[src/rtl/uart_rx_core.sv]
// uart_rx_core: LSB-first 8N1 UART receiver with mid-bit sampling, framing/overrun flags and a pop FIFO.
// Define UART_RX_PARITY_EN to receive 8E1 frames with an even-parity check driving parity_err.
module uart_rx_core #(
  parameter int CLK_HZ       = 12000000,
  parameter int BAUD         = 9600,
  parameter int CLKS_PER_BIT = CLK_HZ / BAUD,
  parameter int FIFO_DEPTH   = 4
) (
  input  logic       clk,
  input  logic       resetn,
  input  logic       rxd,
  output logic [7:0] rd_data,
  output logic       rd_valid,
  input  logic       rd_ready,
  output logic       busy,
  output logic       frame_err,
  output logic       overrun,
  output logic       parity_err
);

  localparam int CNT_W = $clog2(CLKS_PER_BIT);
  localparam int AW    = $clog2(FIFO_DEPTH);
  localparam int PW    = AW + 1;
  localparam logic [CNT_W-1:0] CNT_BIT_END  = CNT_W'(CLKS_PER_BIT - 1);
  localparam logic [CNT_W-1:0] CNT_HALF_END = CNT_W'(CLKS_PER_BIT / 2 - 1);

  typedef enum logic [2:0] {
    ST_IDLE   = 3'd0,
    ST_START  = 3'd1,
    ST_DATA   = 3'd2,
    ST_STOP   = 3'd3,
`ifdef UART_RX_PARITY_EN
    ST_PARITY = 3'd5,
`endif
    ST_BREAK  = 3'd4
  } state_t;

`ifdef UART_RX_PARITY_EN
  function automatic logic even_parity(input logic [7:0] d);
    return ^d;
  endfunction
`endif

  state_t           r_state;
  logic [CNT_W-1:0] r_cnt;
  logic [2:0]       r_bit;
  logic [7:0]       r_shift;
  logic             r_sync1;
  logic             r_rxd_s;
  logic             r_busy;
  logic             r_frame_err;
  logic             r_overrun;
  logic [7:0]       r_mem [FIFO_DEPTH];
  logic [PW-1:0]    r_wr_ptr;
  logic [PW-1:0]    r_rd_ptr;
`ifdef UART_RX_PARITY_EN
  logic             r_par_bit;
  logic             r_parity_err;
`endif

  logic w_bit_end;
  logic w_push_req;
  logic w_full;
  logic w_empty;
  logic w_pop;
  logic w_push;
  logic w_overrun;

  assign w_bit_end  = (r_cnt == CNT_BIT_END);
  assign w_push_req = (r_state == ST_STOP) && w_bit_end && r_rxd_s;
  assign w_empty    = (r_wr_ptr == r_rd_ptr);
  assign w_full     = (r_wr_ptr[PW-1] != r_rd_ptr[PW-1]) &&
                      (r_wr_ptr[AW-1:0] == r_rd_ptr[AW-1:0]);
  assign w_pop      = !w_empty && rd_ready;
  // A pop in the same cycle frees the slot, so a full FIFO still accepts the byte.
  assign w_push     = w_push_req && (!w_full || w_pop);
  assign w_overrun  = w_push_req && w_full && !w_pop;

  assign rd_data   = r_mem[r_rd_ptr[AW-1:0]];
  assign rd_valid  = !w_empty;
  assign busy      = r_busy;
  assign frame_err = r_frame_err;
  assign overrun   = r_overrun;
`ifdef UART_RX_PARITY_EN
  assign parity_err = r_parity_err;
`else
  assign parity_err = 1'b0;
`endif

  // Two-stage synchronizer for the asynchronous serial line.
  always_ff @(posedge clk) begin
    if (!resetn) begin
      r_sync1 <= 1'b1;
      r_rxd_s <= 1'b1;
    end else begin
      r_sync1 <= rxd;
      r_rxd_s <= r_sync1;
    end
  end

  // Frame decoder FSM with registered busy and error pulses.
  always_ff @(posedge clk) begin
    if (!resetn) begin
      r_state     <= ST_IDLE;
      r_cnt       <= '0;
      r_bit       <= 3'd0;
      r_shift     <= 8'h00;
      r_busy      <= 1'b0;
      r_frame_err <= 1'b0;
      r_overrun   <= 1'b0;
`ifdef UART_RX_PARITY_EN
      r_par_bit    <= 1'b0;
      r_parity_err <= 1'b0;
`endif
    end else begin
      r_frame_err <= 1'b0;
      r_overrun   <= w_overrun;
`ifdef UART_RX_PARITY_EN
      r_parity_err <= 1'b0;
`endif
      case (r_state)
        ST_IDLE: begin
          r_cnt <= '0;
          if (!r_rxd_s) begin
            r_state <= ST_START;
            r_busy  <= 1'b1;
          end else begin
            r_busy  <= 1'b0;
          end
        end
        ST_START: begin
          if (r_cnt == CNT_HALF_END) begin
            r_cnt <= '0;
            if (!r_rxd_s) begin
              r_state <= ST_DATA;
              r_bit   <= 3'd0;
            end else begin
              r_state <= ST_IDLE;
              r_busy  <= 1'b0;
            end
          end else begin
            r_cnt <= r_cnt + CNT_W'(1);
          end
        end
        ST_DATA: begin
          if (w_bit_end) begin
            r_cnt          <= '0;
            r_shift[r_bit] <= r_rxd_s;
            r_bit          <= r_bit + 3'd1;
            if (r_bit == 3'd7) begin
`ifdef UART_RX_PARITY_EN
              r_state <= ST_PARITY;
`else
              r_state <= ST_STOP;
`endif
            end else begin
              r_state <= ST_DATA;
            end
          end else begin
            r_cnt <= r_cnt + CNT_W'(1);
          end
        end
`ifdef UART_RX_PARITY_EN
        ST_PARITY: begin
          if (w_bit_end) begin
            r_cnt     <= '0;
            r_par_bit <= r_rxd_s;
            r_state   <= ST_STOP;
          end else begin
            r_cnt <= r_cnt + CNT_W'(1);
          end
        end
`endif
        ST_STOP: begin
          if (w_bit_end) begin
            r_cnt <= '0;
            if (r_rxd_s) begin
              r_state <= ST_IDLE;
              r_busy  <= 1'b0;
`ifdef UART_RX_PARITY_EN
              r_parity_err <= (r_par_bit != even_parity(r_shift));
`endif
            end else begin
              r_frame_err <= 1'b1;
              r_state     <= ST_BREAK;
            end
          end else begin
            r_cnt <= r_cnt + CNT_W'(1);
          end
        end
        // Stay here until the line releases so a held-low line reports one error.
        ST_BREAK: begin
          r_cnt <= '0;
          if (r_rxd_s) begin
            r_state <= ST_IDLE;
            r_busy  <= 1'b0;
          end else begin
            r_state <= ST_BREAK;
          end
        end
        default: begin
          r_state <= ST_IDLE;
          r_cnt   <= '0;
          r_busy  <= 1'b0;
        end
      endcase
    end
  end

  // Receive FIFO storage and pointers.
  always_ff @(posedge clk) begin
    if (!resetn) begin
      r_wr_ptr <= '0;
      r_rd_ptr <= '0;
      for (int i = 0; i < FIFO_DEPTH; i++) begin
        r_mem[i] <= 8'h00;
      end
    end else begin
      if (w_push) begin
        r_mem[r_wr_ptr[AW-1:0]] <= r_shift;
        r_wr_ptr                <= r_wr_ptr + PW'(1);
      end
      if (w_pop) begin
        r_rd_ptr <= r_rd_ptr + PW'(1);
      end
    end
  end

endmodule
[config.mk]
export PLATFORM = sky130hd
export DESIGN_NAME = uart_rx_core
export DESIGN_NICKNAME = d
export VERILOG_FILES = /design/src/rtl/uart_rx_core.sv
export SDC_FILE = /design/constraint.sdc
export NUM_CORES = 1
export LEC_CHECK = 0
export CAP_MARGIN = 15
export CORE_ASPECT_RATIO = 0.7
export CORE_MARGIN = 2
export CORE_UTILIZATION = 30
export DETAILED_ROUTE_END_ITERATION = 10
export SLEW_MARGIN = 10
export SYNTH_ARGS = -nofsm -noshare
export SYNTH_HDL_FRONTEND = slang
export SYNTH_SLANG_ARGS = --single-unit
[constraint.sdc]
create_clock -name clk -period 3.5 [get_ports clk]
set_clock_uncertainty 0.15 [all_clocks]
set_input_delay 0.7 -clock clk [delete_from_list [all_inputs] [get_ports clk]]
set_output_delay 0.7 -clock clk [all_outputs]
set_load 0.02 [all_outputs]
==> notes.md, run 1 <==
Latest figures from synthesis and place and route.

The required time of the critical path is 2.65 ns. The initial antenna violation count came to 0. The root cell of the clock tree is sky130_fd_sc_hd__clkbuf_16.

In the routed design, unresolved DRC markers number 0. The warning total across the stage logs is 28. After its last routability iteration, the placer logged a weighted congestion of 0.7461. The clock sink count is 70. The count of plain and timing-repair buffers in the layout is 20. The cell depth of the worst setup path is 2. Timing would allow up to 337.5 MHz. Max fanout on the critical path was recorded as 8.

The share of the yosys chip area belonging to registers is 0.5121. The detailed placer's ending HPWL is 4.687 mm. The largest area contributor in the synthesized netlist is sky130_fd_sc_hd__edfxtp_1. The overall track demand over capacity in global routing is 0.1209. After synthesis the netlist holds a flip-flop and latch count of 70. Per the GRT congestion report, total overflow comes to 0. In the Yosys report the total cell count is 299.

Looking at the clock tree report, the maximum root-to-sink buffer count equals 2. The share of the synthesized area in the top cell type is 0.2858. The shortest period the worst path allows is 2.963 ns. The multi-input combinational area share is 0.3927.

In this run the number of H-tree levels came out at 3. The critical path's slowest stage uses the library cell sky130_fd_sc_hd__dfxtp_1. Per the detail_route report, routed wire per instance is 13.61 um. The I/O pin count is 17. The post-synthesis compound-gate area fraction is 0.05508. After filler insertion, the fill cell instance count of the layout stands at 1112. Per the layout report, the design carries 6 non-clock inverters. The non-clock buffer area fraction after layout is 0.04742. The cell row count is 32. The design area is 0.003958 mm^2.

The number of setup buffers added after CTS is 0. The adder-cell share of the synthesized area is 0.02605. The worst path arrival time is 2.11 ns. The die covers 0.01208 mm^2. The die is 130.5 um wide.

The report puts the hold buffer count at CTS at 0. The worst hold path begins at r_sync1. The switching component of the power is 0.3651 mW.

The maximum number of pins on one net before global-route repair is 33. The number of hold violations in the final report is 0. The fraction of final layout cells sized beyond drive strength 1 is 0.1402.

Counting the warning lines in the Yosys log gives 0. According to the tapcell log, the count of inserted taps is 153. Of the total power, the share spent switching nets is 0.2018. The area fraction in and, or, nand and nor cells is 0.2549. The post-synthesis net count is 310. The number of multi-input combinational cells in the layout is 210. The share of total power dissipated in sequential elements is 0.491. The total inserted antenna cells is 0.

The source of the worst register-to-register timing path is r_cnt[0]. The cell sequence reported for the critical path is mux4_2 -> clkdlybuf4s50_1. In this run the power density over the cells is 457.1 mW/mm^2.

The final net count is 328. The clock network power is 0.861 mW. The capturing element type of the critical path is an output pin. The core region area is 0.01097 mm^2.

The summed standard-cell area reported by yosys is 0.003362 mm^2. The first-pass GRT wire length is 10.98 mm. The starting density of the core is 0.3065. Summing all multi-input logic gate instances after layout gives 0.001554 mm^2. The number of clock-tree buffers in the layout is 10.

The critical path in the final layout is reported with a setup slack of 0.5370 ns. The library cell used most frequently in the layout, excluding fill and tap cells, is sky130_fd_sc_hd__dfxtp_1. The worst-case register-to-register setup slack is 0.76 ns.

The worst-margin pin slew is 1.015 ns. From synthesis to final layout, the design area changed by 17.72%. The path with the worst hold slack has its endpoint at r_rxd_s. The fraction of registers with async set or reset after synthesis is 0.

By area, registers come first. The synthesis report lists the most area-consuming cells as sky130_fd_sc_hd__edfxtp_1, sky130_fd_sc_hd__dfxtp_1, sky130_fd_sc_hd__mux4_2, sky130_fd_sc_hd__and2_1, sky130_fd_sc_hd__nand2_1. The post-synth design cell area is 0.003362 mm^2.

By count the netlist is led by sky130_fd_sc_hd__dfxtp_1, sky130_fd_sc_hd__nand2_1, sky130_fd_sc_hd__edfxtp_1. The worst hold path belongs to the class flop to flop. Per the OpenROAD floorplan log, the height of the die is 92.57 um. Overall power consumption after layout is estimated at 1.809 mW. Setup repair after global routing left no endpoint under its margin. The most instantiated library cell after synthesis is sky130_fd_sc_hd__dfxtp_1.

The leakage power in the latest report is 1.385 nW. Synthesis produced 299 cells. The power in combinational cells is 0.0608 mW. Max-slew check failures listed in the final report amount to 0.

The class of the most critical setup path is flop to output pin. The clock-pin transition on the worst setup and hold timing paths is 0.05 ns. Checking max transition, the worst relative margin is 0.3162. The worst slack after detailed placement is 0.5019 ns.

The maximum resistive drop on vdd is 0.0002730 V. The xor-xnor portion of the synthesized cell area is 0.03870. The number of cells on the worst hold path is 1.

Once detail routing completed, the nets flagged for antenna violations numbered 0. The endpoint identified for the worst register-to-register timing path is r_mem[3][2]. The clock network fraction of total power is 0.476.

For the worst flop-to-flop path, the logic depth is 5. The final cycle utilization of the critical path is 0.8466. The kind of start point of the critical path is a flop. Per report_power, the Sequential row totals 0.887 mW. The flow ran to the end, and the final reports show no timing, DRC or antenna violations. The highest-power group is registers.

Final hold analysis gives a worst-case slack of 0.2611 ns. Leaving out fill and tap cells, the most frequent cells in the layout are sky130_fd_sc_hd__dfxtp_1, sky130_fd_sc_hd__nand2_1, sky130_fd_sc_hd__edfxtp_1. The setup TNS after final layout is 0 ns. The clock buffer count from CTS is 9. In this run the mean area of a mapped cell was 11.24 um^2. Per the post-run analysis, buffers plus inverters along the critical path come to 1. After the flow finishes, the layout carries non-filler instances totaling 474.
[run 1: registers in the layout, indices dropped and copies added, names as in the netlist, named ones only]
register and flops:
busy 1, frame_err 1, overrun 1, r_bit 3, r_cnt 11, r_mem 32, r_rd_ptr 3, r_rxd_s 1
r_shift 8, r_state 3, r_sync1 1, r_wr_ptr 3
[run 1: metal layers]
layer / vias to the layer above / GRT usage / wire, um
met3: 8 / 0.04217 / 207
met4: 0 / 0.04521 / 92
li1: 1099 / - / -
met1: 1013 / 0.1820 / 3571
met5: - / 0 / 0
met2: 33 / 0.1558 / 2577
Fig. 1: run 1, the metal 2 layer
Scale: 3 px per um. Cells faint in the background.
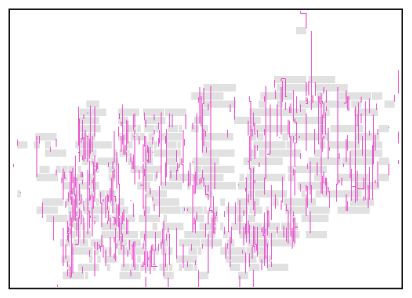
nets with wire on the layer: 261
share of all routed wire: 40%
wire length on this layer: 2580 um
longest straight run: 40.5 um
main direction: vertical
routed wire length: 6.449 mm
via count: 2153
met2 track demand over resource in global routing: 0.1558

Fig. 2: run 1, routed metal, one color a layer
Scale: 3 px per um. Two of the layers only.
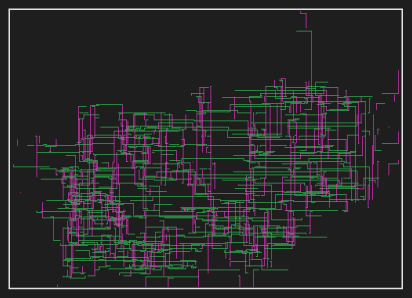
legend:
  met2:
    color: magenta
    wire_length: 2580 um
  met1:
    color: green
    wire_length: 3570 um

Fig. 3: run 1, cell outlines without signal wires
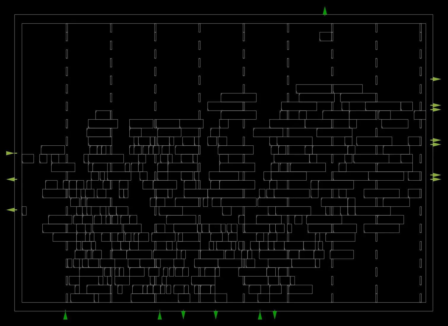
final cell utilization of the core: 0.3607
registers: 70

==> run 2, diff against run 1 <==
Clock period 3.5 ns to 3.05 ns, I/O delays scaled along.
Fig. 4: run 2, cell outlines without signal wires
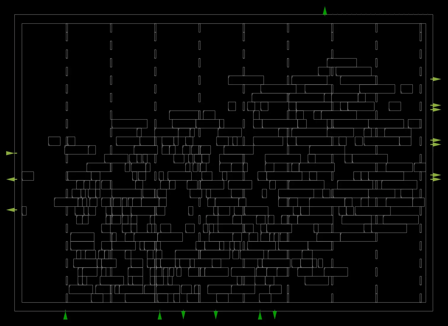
final cell utilization of the core: 0.3664
core area: 0.01097 mm^2
number of non-filler instances in the completed layout: 479
final-layout fill cell count: 1103

==> notes.md, run 2 <==
Latest figures from synthesis and place and route.

The post-synth design cell area is 0.003362 mm^2 (unchanged). The largest area contributor in the synthesized netlist is sky130_fd_sc_hd__edfxtp_1. Setup repair after global routing left no endpoint under its margin.

The sum of buffers and inverters on the critical path was 1 (unchanged). The routed length on met2 came to 2.751 mm (+6.8%). The flow ran to the end, and the final reports show no timing, DRC or antenna violations. The count of final max-slew check failures is 0 (unchanged). The post-CTS setup buffer count came to 0 (unchanged).

The number of clock-tree buffers in the layout was 10 (unchanged). The signal on the critical path passes through mux4_2 -> clkdlybuf4s50_1. The I/O pin count is 17 (unchanged). The warning total across the stage logs came to 28 (unchanged).

The met2 capacity usage during global routing is 0.1710 (+0.01519). The xor-xnor portion of the synthesized cell area is 0.03870 (unchanged). The clock sink count is 70 (unchanged). By instance count after routing, the leading logic cell types are sky130_fd_sc_hd__dfxtp_1, sky130_fd_sc_hd__nand2_1, sky130_fd_sc_hd__edfxtp_1. The met1 capacity usage during global routing is 0.1728 (-0.009213).

The count of inverters not on the clock network in the layout is 6 (unchanged). The leakage power figure is 1.421 nW (+2.6%). The highest-power group is clock. met1 is the most crowded layer.

The count of instantiated cells in the yosys netlist came to 299 (unchanged). Per the timing report, the achievable frequency comes out to 345.9 MHz. The post-synthesis compound-gate area fraction came to 0.05508 (unchanged). The global placer's final weighted congestion is 0.7605 (+1.9%).

The power in combinational cells is 0.0716 mW (+18%). The root cell of the clock tree is sky130_fd_sc_hd__clkbuf_16. The wire length on met3 is 275 um (+33%). The worst hold slack across all endpoints was 0.2559 ns (-0.005165 ns). The share of the yosys chip area belonging to registers is 0.5121 (unchanged).

The synthesized area per cell is 11.24 um^2 (unchanged). The clock-pin transition on the worst setup and hold timing paths is 0.05 ns (about the same). The timing report shows that the slowest cell on the worst path is sky130_fd_sc_hd__dfxtp_1. The number of buffers added to fix hold violations after cts is 0 (unchanged).

The clock buffer count from CTS was 9 (unchanged). Ranked by total area, the top cell class in this layout is registers. The worst path arrival time came to 2.13 ns (+0.02 ns). The summed standard-cell area reported by yosys is 0.003362 mm^2 (unchanged).

The switching component of the power is 0.4491 mW (+23%). The first-pass GRT wire length is 11.16 mm (+1.7%). The sequential group power is 1.02 mW (+10%).

The design area came to 0.004020 mm^2 (+1.6%). The fraction of final layout cells sized beyond drive strength 1 was 0.1564 (+0.01625). The maximum root-to-sink buffer count is 2 (unchanged). The number of warnings issued by yosys is 0 (unchanged).

The maximum resistive drop on vdd is 0.0002836 V (+3.9%). The highest fanout seen on the critical path is 8 (unchanged). The flip-flop count of the largest register after layout was 32 (unchanged). The residual overflow from global routing was 0 (unchanged). The portion of total power attributed to sequential cells is 0.462 (-0.029). The required time of the critical path was 2.29 ns (-0.36 ns).

The worst min-delay path class is flop to flop. The non-clock buffer area fraction after layout was 0.05353 (+0.006109). The x dimension of the die came to 130.5 um (unchanged). The shortest period the worst path allows is 2.891 ns. The adder-cell share of the synthesized area came to 0.02605 (unchanged). The number of multi-input logic gates is 210 (unchanged). The setup TNS after final layout is 0 ns (unchanged). The setup path with the least slack is of type flop to output pin. The fraction of registers with async set or reset after synthesis is 0 (unchanged). The number of DRC violations after detailed routing is 0 (unchanged). The kind of start point of the critical path is a flop.

The clock network fraction of total power is 0.505 (+0.029). The average wire per cell in the routed design was 13.68 um (+0.54%). The cell row count is 32 (unchanged). The tightest slew margin relative to the limit is 0.5315 (+0.2153). The starting density of the core is 0.3065 (unchanged).

The chip height is 92.57 um (unchanged). The initial antenna violation count is 0 (unchanged). The floorplan die area came to 0.01208 mm^2 (unchanged). Ranked by total cell area, the synthesized netlist is headed by sky130_fd_sc_hd__edfxtp_1, sky130_fd_sc_hd__dfxtp_1, sky130_fd_sc_hd__mux4_2, sky130_fd_sc_hd__and2_1, sky130_fd_sc_hd__nand2_1. The number of hold violations in the final report came to 0 (unchanged). The met3 capacity usage during global routing came to 0.04159 (-0.0005777).

The share of the synthesized area in the top cell type came to 0.2858 (unchanged). The final net count is 332 (+1.2%). The uppermost layer routed is met4.

The cell count after synthesis is 299 (unchanged). STA classifies the critical path endpoint as an output pin. The most instantiated logic cell after routing is sky130_fd_sc_hd__dfxtp_1.

The number of storage elements in the synthesis netlist is 70 (unchanged). The post-synthesis net count is 310 (unchanged). The multi-input combinational area share is 0.3866 (-0.006111). The area fraction in and, or, nand and nor cells is 0.2549 (unchanged). The antenna violation net count after detailed routing came to 0 (unchanged).

The wire length reported by the detailed router came to 6.552 mm (+1.6%). The overall track demand over capacity in global routing is 0.1238 (+0.002890). The setup slack of the critical path after layout is 0.1586 ns (-0.3785 ns). r_mem holds more flip-flops than any other register. The clock network power was 1.11 mW (+29%). The total power divided by cell area is 546.6 mW/mm^2 (+20%).
## run 2: cell counts after synthesis
No cell type changed its count.
## run 2: path summary, 6_finish.rpt
| kind | startpoint | cells past startpoint | endpoint | slack, ns |
|---|---|---|---|---|
| worst max register to register | r_state[0] | 4 | r_mem[2][7] | 0.66 |
| worst min register to register | r_sync1 | 1 | r_rxd_s | 0.26 |
| worst min-delay path | r_sync1 | 1 | r_rxd_s | 0.26 |
| worst max-delay path | flop | 2 | rd_data[6] | 0.16 |
## run 2: through the flow
step	total power, mW	util
detailed placement	1.108	0.3372
CTS	2.230	0.3660
floorplan	1.075	-
global route	2.281	0.3664
finish	2.197	0.3664
global placement	1.106	0.3372
Power is estimated from default activity; no workload was simulated.
